$ cat src/rtl/alu_74382_slice_seq.sv
// Word-level sequencer around one alu_74382 slice.
// Streams a WORD_W operation through the slice one nibble per cycle, LSB first,
// rippling the slice carry, then presents the reassembled word result.
module alu_74382_slice_seq #(
  parameter  int unsigned WORD_W         = 16,
  localparam int unsigned ORIG_OPERAND_W = 4,
  parameter  int unsigned SLICE_W        = ORIG_OPERAND_W,
  localparam int unsigned SELECT_W       = 3
) (
  input  logic                clk,
  input  logic                rst_n,
  input  logic                in_valid,
  output logic                in_ready,
  input  logic [SELECT_W-1:0] in_sel,
  input  logic                in_carry,
  input  logic [WORD_W-1:0]   in_a,
  input  logic [WORD_W-1:0]   in_b,
  output logic [SELECT_W-1:0] alu_sel,
  output logic                alu_carry_in,
  output logic [SLICE_W-1:0]  alu_a,
  output logic [SLICE_W-1:0]  alu_b,
  input  logic [SLICE_W-1:0]  alu_result,
  input  logic                alu_carry_out,
  output logic                out_valid,
  input  logic                out_ready,
  output logic [WORD_W-1:0]   out_result,
  output logic                out_carry,
  output logic                out_overflow
);

  localparam int unsigned NUM_SLICES = WORD_W / SLICE_W;
  localparam int unsigned K_W        = (NUM_SLICES > 1) ? $clog2(NUM_SLICES) : 1;

  // alu_74382 function select encoding
  localparam logic [SELECT_W-1:0] OP_CLEAR   = 3'b000;
  localparam logic [SELECT_W-1:0] OP_B_SUB_A = 3'b001;
  localparam logic [SELECT_W-1:0] OP_A_SUB_B = 3'b010;
  localparam logic [SELECT_W-1:0] OP_ADD     = 3'b011;

  typedef enum logic [1:0] {
    S_IDLE = 2'd0,
    S_RUN  = 2'd1,
    S_DONE = 2'd2
  } state_e;

  state_e              state_q;
  state_e              state_d;
  logic [K_W-1:0]      k_q;
  logic                carry_q;
  logic [SELECT_W-1:0] sel_q;
  logic                cin_q;
  logic [WORD_W-1:0]   a_sh_q;
  logic [WORD_W-1:0]   b_sh_q;
  logic                a_msb_q;
  logic                b_msb_q;
  logic [WORD_W-1:0]   res_q;

  logic                accept_c;
  logic                last_c;
  logic                r_msb_c;
  logic                ovf_c;
  logic [WORD_W-1:0]   res_next_c;

  assign accept_c   = in_valid && in_ready;
  assign last_c     = (k_q == K_W'(NUM_SLICES - 1));
  assign r_msb_c    = alu_result[SLICE_W-1];
  // Newest nibble enters at the top; after the last slice the word is aligned
  assign res_next_c = (res_q >> SLICE_W) | (WORD_W'(alu_result) << (WORD_W - SLICE_W));

  // State register
  always_ff @(posedge clk or negedge rst_n) begin
    if (!rst_n) begin
      state_q <= S_IDLE;
    end else begin
      state_q <= state_d;
    end
  end

  // Next state and slice-facing drive
  always_comb begin
    state_d      = state_q;
    in_ready     = 1'b0;
    alu_sel      = OP_CLEAR;
    alu_a        = '0;
    alu_b        = '0;
    alu_carry_in = 1'b0;
    unique case (state_q)
      S_IDLE: begin
        in_ready = 1'b1;
        if (in_valid) begin
          state_d = S_RUN;
        end
      end
      S_RUN: begin
        alu_sel      = sel_q;
        alu_a        = a_sh_q[SLICE_W-1:0];
        alu_b        = b_sh_q[SLICE_W-1:0];
        alu_carry_in = (k_q == '0) ? cin_q : carry_q;
        if (last_c) begin
          state_d = S_DONE;
        end
      end
      S_DONE: begin
        if (out_ready) begin
          state_d = S_IDLE;
        end
      end
      default: begin
        state_d = S_IDLE;
      end
    endcase
  end

  // Word-level signed overflow from operand and final result MSBs
  always_comb begin
    ovf_c = 1'b0;
    unique case (sel_q)
      OP_ADD:     ovf_c = (a_msb_q == b_msb_q) && (r_msb_c != a_msb_q);
      OP_A_SUB_B: ovf_c = (a_msb_q != b_msb_q) && (r_msb_c != a_msb_q);
      OP_B_SUB_A: ovf_c = (a_msb_q != b_msb_q) && (r_msb_c != b_msb_q);
      default:    ovf_c = 1'b0;
    endcase
  end

  // Operand latch, nibble stepping and result capture
  always_ff @(posedge clk or negedge rst_n) begin
    if (!rst_n) begin
      k_q          <= '0;
      carry_q      <= 1'b0;
      sel_q        <= '0;
      cin_q        <= 1'b0;
      a_sh_q       <= '0;
      b_sh_q       <= '0;
      a_msb_q      <= 1'b0;
      b_msb_q      <= 1'b0;
      res_q        <= '0;
      out_valid    <= 1'b0;
      out_result   <= '0;
      out_carry    <= 1'b0;
      out_overflow <= 1'b0;
    end else begin
      unique case (state_q)
        S_IDLE: begin
          if (accept_c) begin
            sel_q   <= in_sel;
            cin_q   <= in_carry;
            a_sh_q  <= in_a;
            b_sh_q  <= in_b;
            a_msb_q <= in_a[WORD_W-1];
            b_msb_q <= in_b[WORD_W-1];
            k_q     <= '0;
          end
        end
        S_RUN: begin
          k_q     <= k_q + K_W'(1);
          carry_q <= alu_carry_out;
          res_q   <= res_next_c;
          a_sh_q  <= a_sh_q >> SLICE_W;
          b_sh_q  <= b_sh_q >> SLICE_W;
          if (last_c) begin
            out_valid    <= 1'b1;
            out_result   <= res_next_c;
            out_carry    <= alu_carry_out;
            out_overflow <= ovf_c;
          end
        end
        S_DONE: begin
          if (out_ready) begin
            out_valid <= 1'b0;
          end
        end
        default: begin
          out_valid <= 1'b0;
        end
      endcase
    end
  end

endmodule
$ cat config.mk
export PLATFORM = sky130hd
export DESIGN_NAME = alu_74382_slice_seq
export DESIGN_NICKNAME = d
export VERILOG_FILES = /design/src/rtl/alu_74382_slice_seq.sv
export SDC_FILE = /design/constraint.sdc
export NUM_CORES = 1
export LEC_CHECK = 0
export CAP_MARGIN = 20
export CELL_PAD_IN_SITES_DETAIL_PLACEMENT = 1
export CELL_PAD_IN_SITES_GLOBAL_PLACEMENT = 2
export CORE_ASPECT_RATIO = 0.7
export CORE_MARGIN = 2
export CORE_UTILIZATION = 41
export CTS_CLUSTER_SIZE = 20
export DETAILED_ROUTE_END_ITERATION = 16
export DONT_BUFFER_PORTS = 1
export PLACE_DENSITY_LB_ADDON = 0.1
export REMOVE_ABC_BUFFERS = 1
export SETUP_SLACK_MARGIN = 0.5
export SLEW_MARGIN = 30
export SYNTH_ARGS = -nofsm -noshare
export SYNTH_HDL_FRONTEND = slang
export SYNTH_SLANG_ARGS = --single-unit
$ cat constraint.sdc
create_clock -name clk -period 2.55 [get_ports clk]
set_input_delay 0.255 -clock clk [delete_from_list [all_inputs] [get_ports clk]]
set_output_delay 0.255 -clock clk [all_outputs]
set_load 0.01 [all_outputs]
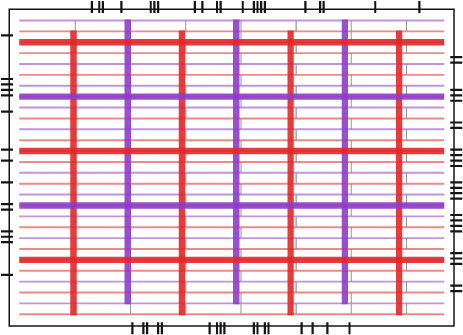
power_grid.png
(4 px per um) Pins as bars on the die edge. Tap cells in gray.
red -> VSS
purple -> VDD
met5 straps = 5
rows = 27
die height: 78.79 um
placeable core area: 7804 um2

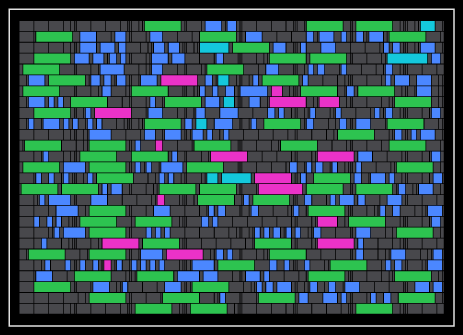
placement_by_type.png
(4 px per um) Fill, decap, tap and diode cells in gray.
blue -> combinational and other logic  # cells 204, share of their area 37%
cyan -> other buffers and delay cells  # cells 8, share of their area 3.0%
magenta -> clock drivers and dummy loads  # cells 16, share of their area 8.5%
green -> flops  # cells 74, share of their area 51%

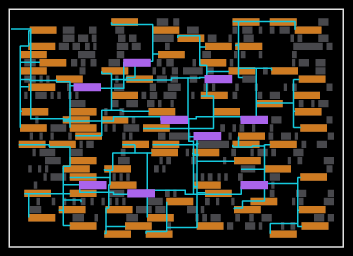
clk_routes.png
(3 px per um)
cyan -> clock wires  # length 1020 um
purple -> clock drivers  # count 9
orange -> flip-flops  # count 74
routed clock nets = 10
flops lie = widely spread
Max Clock Skew: 3.130 ps
power in the clock group: 1270 uW

==> run notes <==
The flow ran to the end, and the final reports show no timing, DRC or antenna violations. After layout, the design draws a total of 5060 uW. The pre-antenna-repair detailed-routing pass consisted of 4 iterations. The cell taking the most area after synthesis was dfrtp_1. The count of library flops with an enable pin was 0. With the met1 wire length at 3277 um, the global-route met1 utilization is 22.15%. The logs give 0 for the number of antenna violations at the first check in global routing and 403 for the count of placed standard cells in the final layout, fillers left out. TritonCTS built the clock tree. With the aoi/oai-family share of the synthesized area at 7.639%, the number of well taps is 101. The share of flip-flops with an asynchronous set or reset came out at 100.0%. Setup repair after global routing left no endpoint under its margin. Hold repair after CTS inserted 2 buffers. For the required time at the endpoint of the critical path, the log shows 2750 ps. The run gives 15.13% for the simple-gate portion of the synthesized area. In the setup report, the worst path falls into the class reg -> reg. Largest cell class by area: registers. The average footprint of a synthesized cell was 11.18 um2. Synthesis handed over a netlist of 293 instances. After Yosys synthesis, full adders, half adders and majority gates account for 0.7639% of the synthesized area.

The tools report the total CTS buffers as 9. Input and output buffers added on the ports amount to 0. The area fraction in xor and xnor cells came out at 0%.

Note, the detailed placer reported a final HPWL of 4186 um. Summing all placed instances gives a cell area of 3353 um2. The post-synthesis cell area is 3276 um2, and the count of instances resized after the clock tree is built is 0. The tools report the via count of the first global-routing pass as 2135.

Of all the cell area in the finished design, non-clock buffers hold 2.888%. The multi-input gate share of total cell area is 35.63%. Counting the warning lines in the Yosys log gives 0.

For the setup TNS, the log shows 0 ps. The startpoint kind of the worst setup timing path was a register. The layout contains a multi-input combinational cell count of 202. The commonest register cell after synthesis was dfrtp_1. The cell depth of the worst hold path is 2. The total overflow left after global routing is 0.

In this build the clock could be raised as far as 0.5370 GHz. The final weighted congestion recorded by global placement is 0.7039. Entering global routing, the biggest net connects 75 pins. The leading cell type in the layout, fill and taps excluded was nand2_1. Max-slew check failures listed in the final report amount to 0. Per STA, the endpoint of the critical path is b_sh_q[1]$_DFFE_PN0P_. The area taken by sequential standard cells is reported as 1852 um2.

The report puts the cell count of the worst reg-to-reg path at 4. The actual slew at the worst max-slew pin works out to 570.4 ps. The worst setup path is captured at a register. The highest metal layer used by the detailed router is met4.

The number of primary I/O pins is 77.
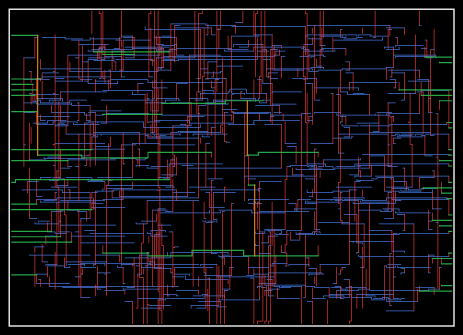
wires.png
(4 px per um)
red -> metal 2  # wire length 3000 um
blue -> metal 1  # wire length 3280 um
orange -> metal 4  # wire length 61.2 um
green -> metal 3  # wire length 451 um

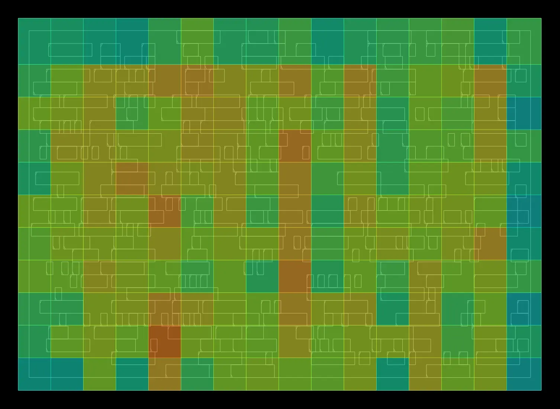
congestion.png
met3 GRT Util: 7.023%
final core utilization: 47.75%
average wire length per cell after detail routing: 16.86 um

## worst min-delay path by stage
stage / startpoint / to / slack (ps)
6_report: alu_result[1] / res_q[13]$_DFFE_PN0P_ / 40
3_5_place_dp: rst_n / a_sh_q[3]$_DFFE_PN0P_ / -40
3_3_place_gp: rst_n / a_sh_q[3]$_DFFE_PN0P_ / -40
5_1_grt: alu_result[1] / res_q[13]$_DFFE_PN0P_ / 30
4_1_cts: alu_result[1] / res_q[13]$_DFFE_PN0P_ / 30
2_1_floorplan: rst_n / a_msb_q$_DFFE_PN0P_ / -40
## power breakdown
group | switching (uW) | internal (uW)
Clock | 470 | 805
Combinational | 887 | 765
Sequential | 441 | 1690
## critical path: stages, from the launching register on
cell	delay (ps)
dfrtp_1	510
nor3b_4	570
buf_12	310
mux2i_1	230
o21ai_0	90
No activity file was given, so power comes from the tool's default toggle rates.
